<file path="config.mk">
export PLATFORM = sky130hd
export DESIGN_NAME = uart_rx_fsm
export DESIGN_NICKNAME = d
export VERILOG_FILES = /design/src/rtl/uart_rx_fsm.sv
export SDC_FILE = /design/constraint.sdc
export NUM_CORES = 1
export LEC_CHECK = 0
export CAP_MARGIN = 20
export CORE_UTILIZATION = 47
export DETAILED_ROUTE_END_ITERATION = 10
export HOLD_SLACK_MARGIN = 0.03
export PLACE_DENSITY = 0.78
export SLEW_MARGIN = 20
export SYNTH_ARGS = -nofsm -noshare
export SYNTH_HDL_FRONTEND = slang
export SYNTH_SLANG_ARGS = --single-unit
</file>
<file path="constraint.sdc">
create_clock -name clk -period 3 [get_ports clk]
set_input_delay 0.3 -clock clk [delete_from_list [all_inputs] [get_ports clk]]
set_output_delay 0.3 -clock clk [all_outputs]
set_load 0.05 [all_outputs]
</file>
<file path="src/rtl/uart_rx_fsm.sv">
// uart_rx_fsm: frame-level controller of the UART receiver.
// It detects the start bit and runs the oversampling edge counter and the bit
// counter. It strobes the sampler, the deserializer and the start, parity and
// stop checkers, then reports data_valid or an error pulse when the frame ends.
module uart_rx_fsm #(
  parameter int DATA_W  = 8,
  parameter int PRESC_W = 6
) (
  input  logic               clk,
  input  logic               rst,
  input  logic               rx_in,
  input  logic               par_en,
  input  logic [PRESC_W-1:0] prescale,
  input  logic               strt_glitch,
  input  logic               par_err,
  input  logic               stp_err,
  output logic               dat_samp_en,
  output logic [PRESC_W-1:0] edge_cnt,
  output logic [3:0]         bit_cnt,
  output logic               deser_en,
  output logic               strt_chk_en,
  output logic               par_chk_en,
  output logic               stp_chk_en,
  output logic               data_valid,
  output logic               par_error,
  output logic               frm_error
);

  typedef enum logic [2:0] {
    S_IDLE,
    S_START,
    S_DATA,
    S_PARITY,
    S_STOP,
    S_DONE
  } state_t;

  localparam logic [3:0] LAST_DATA_BIT = 4'(DATA_W);

  state_t             state_q, state_d;
  logic [PRESC_W-1:0] edge_q, edge_d;
  logic [3:0]         bit_q, bit_d;
  logic [PRESC_W-1:0] presc_q, presc_d;
  logic               par_flag_q, par_flag_d;
  logic               stp_flag_q, stp_flag_d;

  logic [PRESC_W-1:0] presc_sel;
  logic [PRESC_W-1:0] half;
  logic               last_edge;
  logic               strobe;

  // Only 8, 16 and 32 are legal ratios; anything else runs as 8.
  always_comb begin
    if (prescale == PRESC_W'(16) || prescale == PRESC_W'(32)) begin
      presc_sel = prescale;
    end else begin
      presc_sel = PRESC_W'(8);
    end
  end

  // Edge decode against the ratio latched for this frame.
  always_comb begin
    half      = presc_q >> 1;
    last_edge = (edge_q == presc_q - PRESC_W'(1));
    strobe    = (edge_q == half + PRESC_W'(2));
  end

  // State, counters, latched prescale and sticky checker flags.
  always_ff @(posedge clk or negedge rst) begin
    if (!rst) begin
      state_q    <= S_IDLE;
      edge_q     <= '0;
      bit_q      <= '0;
      presc_q    <= '0;
      par_flag_q <= 1'b0;
      stp_flag_q <= 1'b0;
    end else begin
      state_q    <= state_d;
      edge_q     <= edge_d;
      bit_q      <= bit_d;
      presc_q    <= presc_d;
      par_flag_q <= par_flag_d;
      stp_flag_q <= stp_flag_d;
    end
  end

  // Next-state, counter update and per-state strobes.
  always_comb begin
    state_d     = state_q;
    edge_d      = edge_q;
    bit_d       = bit_q;
    presc_d     = presc_q;
    par_flag_d  = par_flag_q;
    stp_flag_d  = stp_flag_q;
    dat_samp_en = 1'b0;
    deser_en    = 1'b0;
    strt_chk_en = 1'b0;
    par_chk_en  = 1'b0;
    stp_chk_en  = 1'b0;
    data_valid  = 1'b0;
    par_error   = 1'b0;
    frm_error   = 1'b0;

    // Shared counting for every bit-carrying state; per-state code may override.
    if (state_q == S_START || state_q == S_DATA ||
        state_q == S_PARITY || state_q == S_STOP) begin
      dat_samp_en = 1'b1;
      if (last_edge) begin
        edge_d = '0;
        bit_d  = bit_q + 4'd1;
      end else begin
        edge_d = edge_q + PRESC_W'(1);
      end
    end

    case (state_q)
      S_IDLE: begin
        edge_d     = '0;
        bit_d      = '0;
        par_flag_d = 1'b0;
        stp_flag_d = 1'b0;
        if (!rx_in) begin
          presc_d = presc_sel;
          state_d = S_START;
        end
      end
      S_START: begin
        strt_chk_en = strobe;
        if (last_edge) begin
          if (strt_glitch) begin
            state_d = S_IDLE;
            edge_d  = '0;
            bit_d   = '0;
          end else begin
            state_d = S_DATA;
          end
        end
      end
      S_DATA: begin
        deser_en = strobe;
        if (last_edge && bit_q == LAST_DATA_BIT) begin
          state_d = par_en ? S_PARITY : S_STOP;
        end
      end
      S_PARITY: begin
        par_chk_en = strobe;
        if (last_edge) begin
          par_flag_d = par_flag_q | par_err;
          state_d    = S_STOP;
        end
      end
      S_STOP: begin
        stp_chk_en = strobe;
        if (last_edge) begin
          stp_flag_d = stp_flag_q | stp_err;
          state_d    = S_DONE;
          edge_d     = '0;
          bit_d      = '0;
        end
      end
      S_DONE: begin
        data_valid = !par_flag_q && !stp_flag_q;
        par_error  = par_flag_q;
        frm_error  = stp_flag_q;
        par_flag_d = 1'b0;
        stp_flag_d = 1'b0;
        state_d    = S_IDLE;
      end
      default: begin
        state_d = S_IDLE;
        edge_d  = '0;
        bit_d   = '0;
      end
    endcase
  end

  assign edge_cnt = edge_q;
  assign bit_cnt  = bit_q;

endmodule

</file>
**Run 1: gate-type map**

Scale bar: 20 um.
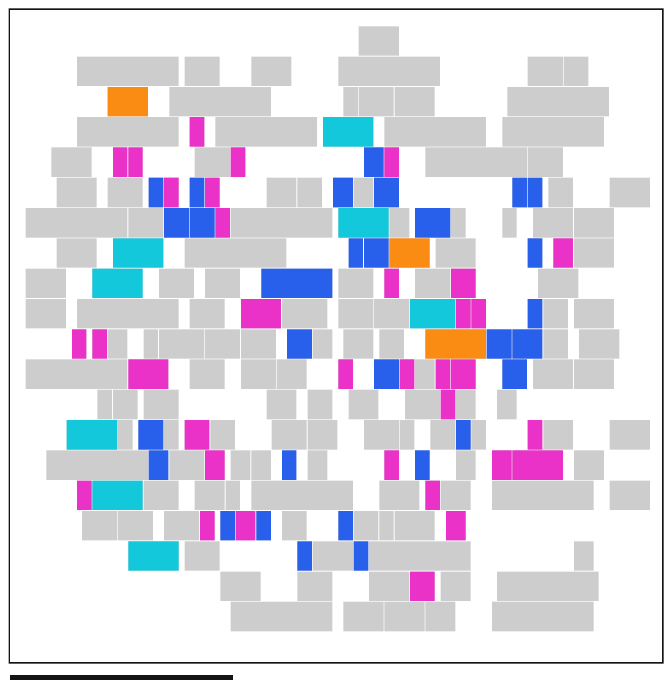
mux cells: marked orange, cells 3, most used mux2i_1. nor cells: marked magenta, cells 34, most used nor2_1. fa/ha/maj cells: marked cyan, cells 8, most used ha_1. nand cells: marked blue, cells 30, most used nand2_1.

**Run 1: M3 wires**

Scale bar: 20 um. Cells faint in the background.
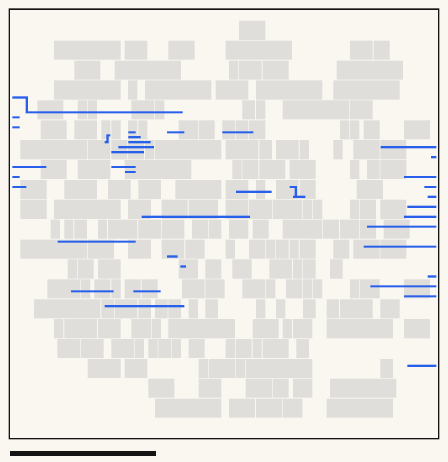
The longest straight run is 21.2 um. The layer holds 4.7% of the routed length. The layer carries 170 um of wire.

**Run 1: track usage over the die**

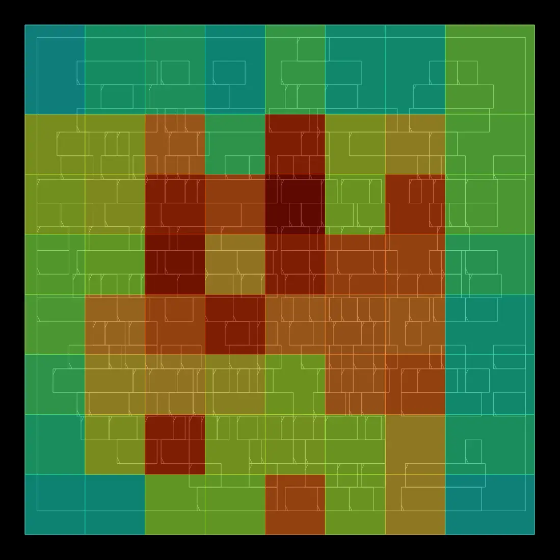
utilization after layout: 60.7%
GR Util met1: 26.8%
met3 Resource Use GR: 2.86%

**Run 1: power grid**

Pins as bars on the die edge.
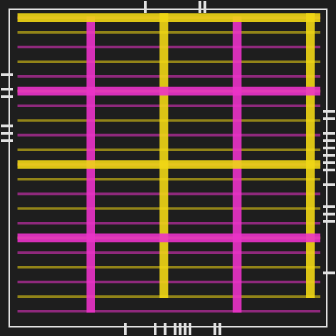
VDD: marked yellow. VSS: marked magenta.
The core has 20 rows. 4 straps on met5. 21 met1 rails follow the rows.

==> GITHUB_STEP_SUMMARY, run 1 <==
### Metrics collected by this job

| Metric | Value |
|---|---|
| Flop area | 526 um2 |
| Combinational share of cell area | between 40% and 50% |
| Cell taking the most area after synthesis | dfrtp_1 |
| Sw Ratio | ~52% |
| Clock-cell share | under 10% |
| Clock Skew | roughly 0.0075 ns |
| Outcome | finished clean |
| Final Setup Violations | 0 |
| Dpl hpwl | about 2800 um |
| First-pass GRT wire length | around 6200 um |
| Non-clk buf share | between 15 and 20% |
| DR iter-0 viols | ~48 |
| Synthesis-to-finish area growth | 23.4% |
| Plain + repair buffers | 32 |
| Tally of OpenROAD warnings | 29 |
| Via count | around 1400 |
| Uppermost layer routed | met4 |
| Asr flop ratio synth | 100% |
| Critical Path End | data_valid |
| Critical Path Sink Type | output pin |
| Slew @ Worst Pin | 0.614 ns |
| Total grt overflow | 0 |
| I/O pin total | 31 |
run 1: cells in the final DEF (no fill, tap or decap), drive strengths merged, types with 2 or more instances in the layout:
cell type      Yosys  final
nor4               5      5
nor2              22     22
xor2               8      8
or3                3      3
o22ai              3      3
o2bb2ai            2      2
nand2             16     16
o2111ai            3      3
xnor2             13     13
dfrtp             21     21
nand4              5      5
ha                 7      7
a31oi              3      3
clkbuf             5      3
nand2b             3      3
clkdlybuf4s50      0     25
nor3               7      7
nand3              4      4
o21ai              6      6
a21oi              4      4
inv               11     11
o31ai              2      2
and3               5      5
mux2i              2      2
buf                3      6
run 1: Yosys cell counts (all sizes together), types with 2 or more instances:
master,number
a21oi,4
a31oi,3
and3,5
buf,3
clkbuf,5
dfrtp,21
ha,7
inv,11
mux2i,2
nand2,16
nand2b,3
nand3,4
nand4,5
nor2,22
nor3,7
nor4,5
o2111ai,3
o21ai,6
o22ai,3
o2bb2ai,2
o31ai,2
or3,3
xnor2,13
xor2,8
run 1: power by group through the flow:
stage | clock (mW) | sequential (mW) | combinational (mW)
4_1_cts | 0.147 | 0.497 | 0.807
3_5_place_dp | 0 | 0.502 | 0.803
2_1_floorplan | 0 | 0.545 | 0.525
3_3_place_gp | 0 | 0.493 | 0.776
6_report | 0.143 | 0.499 | 0.808
5_1_grt | 0.160 | 0.509 | 0.874
run 1: logic make-up after synthesis:
family,Yosys count,share of synthesized area [%]
adders and majority gates,8,6.58
xor gates and xnor gates,21,12.2
DFF,21,35.0
buffers and inverters,19,5.41
and+or+nand+nor,73,25.8
AOI/OAI and AO/OA,28,12.7
muxes,3,2.33
run 1: state kept, by name (all words and copies together), names as in the netlist:
| signal | cells |
|---|---|
| state_q | 3 |
| par_flag_q | 1 |
| bit_cnt | 4 |
| stp_flag_q | 1 |
| presc_q | 6 |
| edge_cnt | 6 |
==> run 2, diff against run 1 <==
ABC_CLOCK_PERIOD_IN_PS = 3000   (was not set)
**Run 2: power grid**

Pins as bars on the die edge.
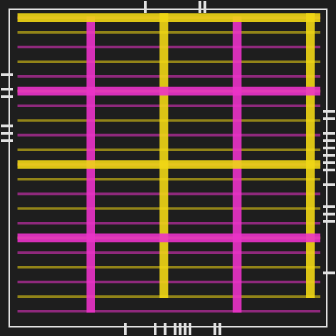
VDD: marked yellow. VSS: marked magenta.
The core has 20 rows. 4 straps on met5.

**Run 2: M3 wires**

Scale bar: 20 um. Cells faint in the background.
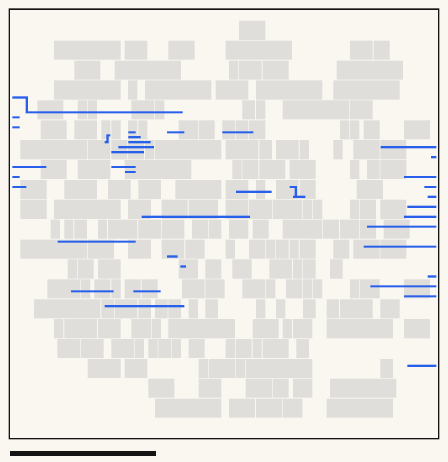
The wires run mostly horizontal. The longest straight run is 21.2 um. The layer carries 170 um of wire.

**Run 2: gate-type map**

Scale bar: 20 um.
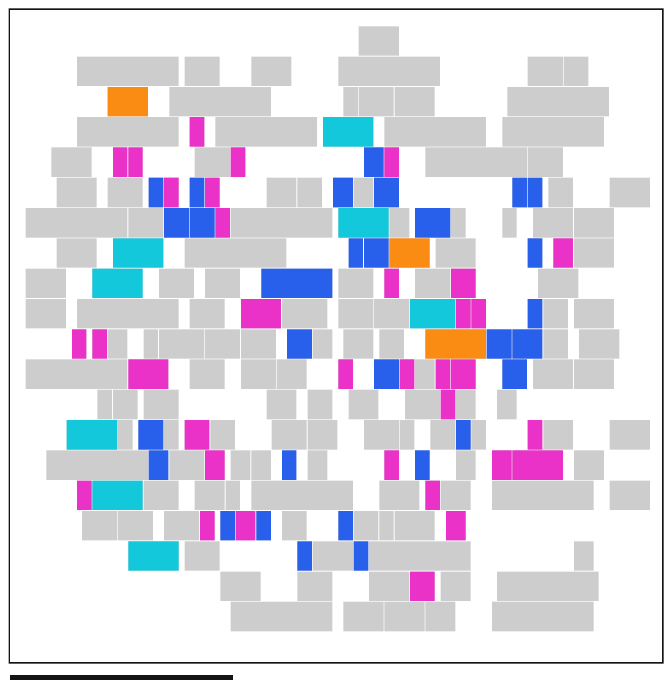
nand cells: marked blue, cells 30, most used nand2_1. mux cells: marked orange, cells 3, most used mux2i_1. nor cells: marked magenta, cells 34, most used nor2_1. fa/ha/maj cells: marked cyan, cells 8, most used ha_1.

==> run 2 against run 1 <==
Count of clock-buffer cells in the layout unchanged; fmax unchanged; clock skew unchanged; final area unchanged.
==> GITHUB_STEP_SUMMARY, run 2 <==
### Metrics collected by this job

| Metric | Value |
|---|---|
| Diode count | 0 |
| Outcome | finished clean |
| Clock slew at reported path FFs | between 0.1 and 0.15 ns |
| CP required | between 2 and 3 ns |
| Sw Ratio | 51.5% (unchanged) |
| Most numerous logic cell after layout | clkdlybuf4s50_1 |
| Leakage | 0.764 nW |
| Fin area | around 1900 um2 |
| Mapped cell area | roughly 1500 um2 |
| Tally of OpenROAD warnings | 29 (unchanged) |
| Total grt overflow | 0 (unchanged) |
| Slew Limit Fails | 0 |
| Post-CTS Hold Buffers | 0 |
| Clock latency on the worst-skew pair | between 0.3 and 0.4 ns |
| Via count | 1424 (unchanged) |
| Slew @ Worst Pin | 0.614 ns (unchanged) |
| # Cells Yosys | 173 |
| Final Setup Violations | 0 (unchanged) |
| Seq pwr share | 34.4% |
| Critical Path Sink Type | output pin |
| CP bufs+invs | 2 |
| Uppermost layer routed | met4 |
| Cell taking the most area after synthesis | dfrtp_1 |
| DRT antenna net count | 0 |
| Synth cell types | 40 |
| Asr flop ratio synth | 100% (unchanged) |
| Critical Path Source | state_q[0] |
| Critical path type | flip-flop to output pin |
| Most numerous logic cells after layout | clkdlybuf4s50_1, nor2_1, dfrtp_1 |
| Post-Place Worst Slack | 0.531 ns |
| DP Area | 1820 um2 |
| First-pass GRT wire length | 6240 um (unchanged) |
| VDD IR-drop max | between 500 and 600 uV |
| Worst EP arrival | roughly 2.4 ns |
| Max_cap viols | 0 |
| Worst setup margin | roughly 0.27 ns |
| Worst R2R Start | presc_q[0] |
| DR iter-0 viols | 48 (unchanged) |
| Dpl hpwl | 2750 um (unchanged) |
| Most common cell in the synthesized netlist | nor2_1 |
| I/O pin total | 31 (unchanged) |
| Synthesis-to-finish area growth | 23.4% (unchanged) |
| Clock Skew | 0.00750 ns (unchanged) |
| CP Cell Sequence | inv_1 -> nor2_1 -> nand2_1 -> nor3_1 -> clkdlybuf4s50_1 |
| CP max stage delay | approximately 0.84 ns |
| Synth cell count leaders | nor2_1, dfrtp_1, nand2_1, xnor2_1, inv_1 |
| FMAX | around 0.37 GHz |
| Synthesis area per yosys | roughly 1500 um2 |
run 2: cell counts after synthesis:
No cell type changed its count.
run 2: power groups by stage:
stage | logic [mW] | registers, mW | clock network [mW]
2_1_floorplan | 0.525 | 0.545 | 0
3_3_place_gp | 0.776 | 0.493 | 0
3_5_place_dp | 0.803 | 0.502 | 0
4_1_cts | 0.807 | 0.497 | 0.147
5_1_grt | 0.874 | 0.509 | 0.160
6_report | 0.808 | 0.499 | 0.143
run 2: layout make-up:
cell class                      count  area (um2)
Fill cell                         282        1200
Multi-Input combinational cell    133         902
Sequential cell                    21         526
Timing Repair Buffer               32         303
Tap cell                           44        55.1
Inverter                           11        41.3
Clock buffer                        3        22.5
Clock inverter                      1        5.00
run 2: metal layers:
metal | GRT usage [%] | vias up
li1 | - | 669
met5 | 0 | -
met1 | 26.8 | 694
met3 | 2.86 | 11
met2 | 44.8 | 50
met4 | 11.9 | 0
run 2: path summary, 6_finish.rpt:
| path | endpoint | slack (ns) | depth (start not counted) |
|---|---|---|---|
| worst max-delay path | data_valid | 0.27 | 5 |
| worst min-delay path | presc_q[4] | 0.47 | 2 |
| worst max register to register | bit_cnt[0] | 0.50 | 8 |
| worst min register to register | stp_flag_q | 0.56 | 1 |
| max in group asynchronous | presc_q[1] | 2.19 | 2 |
| min in group clk | stp_flag_q | 0.56 | 1 |
run 2: logic make-up after synthesis:
logic type,Yosys count,synth area share [%]
adder cells (fa/ha/maj),8,6.58
multiplexers,3,2.33
flip-flops,21,35.0
AND/OR/NAND/NOR,73,25.8
buffers and inverters,19,5.41
AND-OR/OR-AND,28,12.7
XOR/XNOR,21,12.2
run 2: through the flow:
step                instances  utilization, %
floorplan                 173               -
global placement          240            59.7
detailed placement        240            59.7
CTS                       244            60.6
global route              245            60.7
finish                    245            60.7
==> run 3, diff against run 2 <==
CTS_CLUSTER_SIZE = 16   (was not set)
TNS_END_PERCENT = 10   (was not set)
**Run 3: track usage over the die**

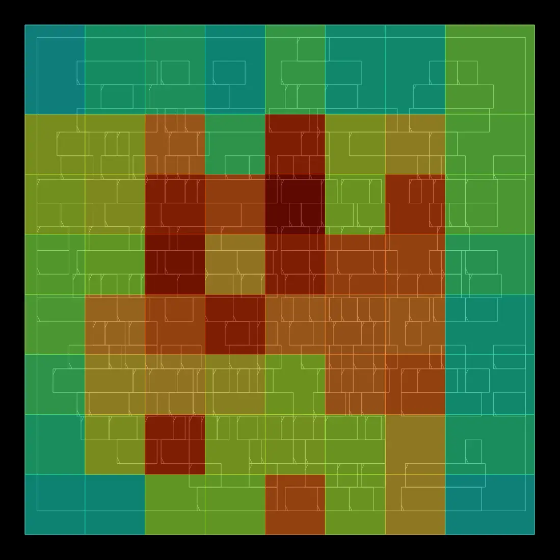
met2 GRT Util: 44.8%
GRT Max-Usage Layer: met2
total track usage: 24.0%
DR WL/cell: 14.9 um

**Run 3: M3 wires**

Scale bar: 20 um. Cells faint in the background.
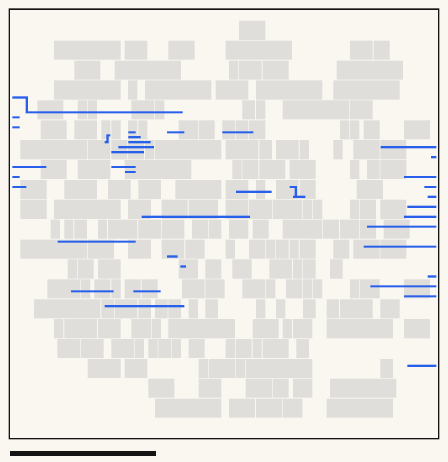
The layer carries 170 um of wire. 31 nets have wire on it. The layer holds 4.7% of the routed length. The wires run mostly horizontal. The longest straight run is 21.2 um.

**Run 3: M1 wires**

Scale bar: 20 um. Supply wires on this layer in grey.
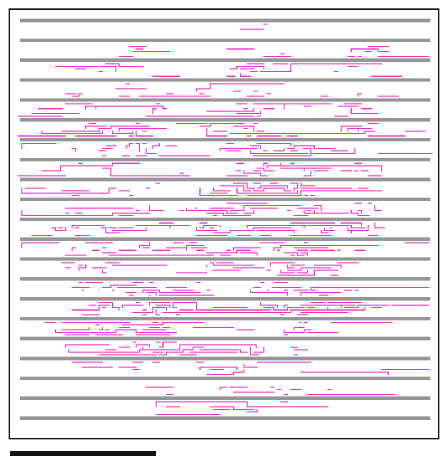
The wires run mostly horizontal. The layer holds 41% of the routed length. The longest straight run is 18.4 um.

==> run 3 against run 2 <==
Clock skew stayed put; setup slack unchanged; global-route usage unchanged; largest cell class unchanged; first-iteration DRC count stayed put; wire length unchanged; count of clock-buffer cells in the layout did not move; cell count unchanged; total power stayed put; clock power hardly changed.
==> GITHUB_STEP_SUMMARY, run 3 <==
### Metrics collected by this job

| Metric | Value |
|---|---|
| Cell taking the most area after synthesis | dfrtp_1 |
| Asr flop ratio synth | 100% (unchanged) |
| Slew @ Worst Pin | 0.614 ns (unchanged) |
| Worst R2R Start | presc_q[0] |
| Final Setup Violations | 0 (unchanged) |
| Dominant comb cell | simple AND/OR/NAND/NOR gates |
| Critical Path End | data_valid |
| Clock latency on the worst-skew pair | 0.31 ns (about the same) |
| Tally of OpenROAD warnings | 29 (unchanged) |
| Mapped cell area | 1500 um2 (unchanged) |
| CP bufs+invs | 2 (unchanged) |
| Synth Area in Adders | 6.58% (unchanged) |
| Critical Path Sink Type | output pin |
| DR iter-0 viols | 48 (unchanged) |
| Total grt overflow | 0 (unchanged) |
| Synthesis-to-finish area growth | 23.4% (unchanged) |
| Critical path type | flip-flop to output pin |
| Critical Path Source | state_q[0] |
| Slew Limit Fails | 0 (unchanged) |
| Outcome | finished clean |
| Worst EP arrival | 2.43 ns (about the same) |
[run 3: per-layer routing]
layer  share of wire (%)  GRT usage (%)
met1                  41           26.8
met2                  52           44.8
met3                 4.6           2.86
met4                 1.9           11.9
met5                   0              0
[run 3: worst min path at each step]
stage               slack [ns]         end       start  cells after the start
global placement          0.54  par_flag_q  par_flag_q                      1
CTS                       0.55  state_q[0]         rst                      1
floorplan                0.004  bit_cnt[0]         rst                      0
detailed placement        0.54  par_flag_q  par_flag_q                      1
finish                    0.47  presc_q[4]         rst                      2
global route              0.52  state_q[0]         rst                      2
[run 3: final cells by class]
| class | count | area share (%) |
|---|---|---|
| Timing Repair Buffer | 32 | 16.3 |
| Multi-Input combinational cell | 133 | 48.7 |
| Inverter | 11 | 2.23 |
| Clock inverter | 1 | 0.270 |
| Tap cell | 44 | 2.97 |
| Sequential cell | 21 | 28.3 |
| Clock buffer | 3 | 1.21 |
[run 3: through the flow]
stage                     setup WS [ns]  hold WS (ns)  area [um2]
after global routing             0.0900         0.522        1850
after CTS                         0.267         0.545        1850
after global placement            0.627         0.537        1820
after floorplan                   0.226       0.00441        1510
final                             0.267         0.469        1850
after detailed placement          0.531         0.537        1820
[run 3: where the power goes]
part / internal [mW] / total, mW / leakage (nW) / switching, mW
sequential: 0.345 / 0.499 / 0.280 / 0.154
clock: 0.0498 / 0.143 / 0.0177 / 0.0929
combinational: 0.308 / 0.808 / 0.466 / 0.500
[run 3: worst reg2reg max path, stage by stage (launching register included)]
cell and delay [ns]:
dfrtp_1 0.41, inv_1 0.08, ha_1 0.23, nand2b_1 0.16, and3_1 0.17, nor3_2 0.39
and3_2 0.37, mux2_4 0.32, a311o_1 0.27
Power and IR drop assume default switching activity.
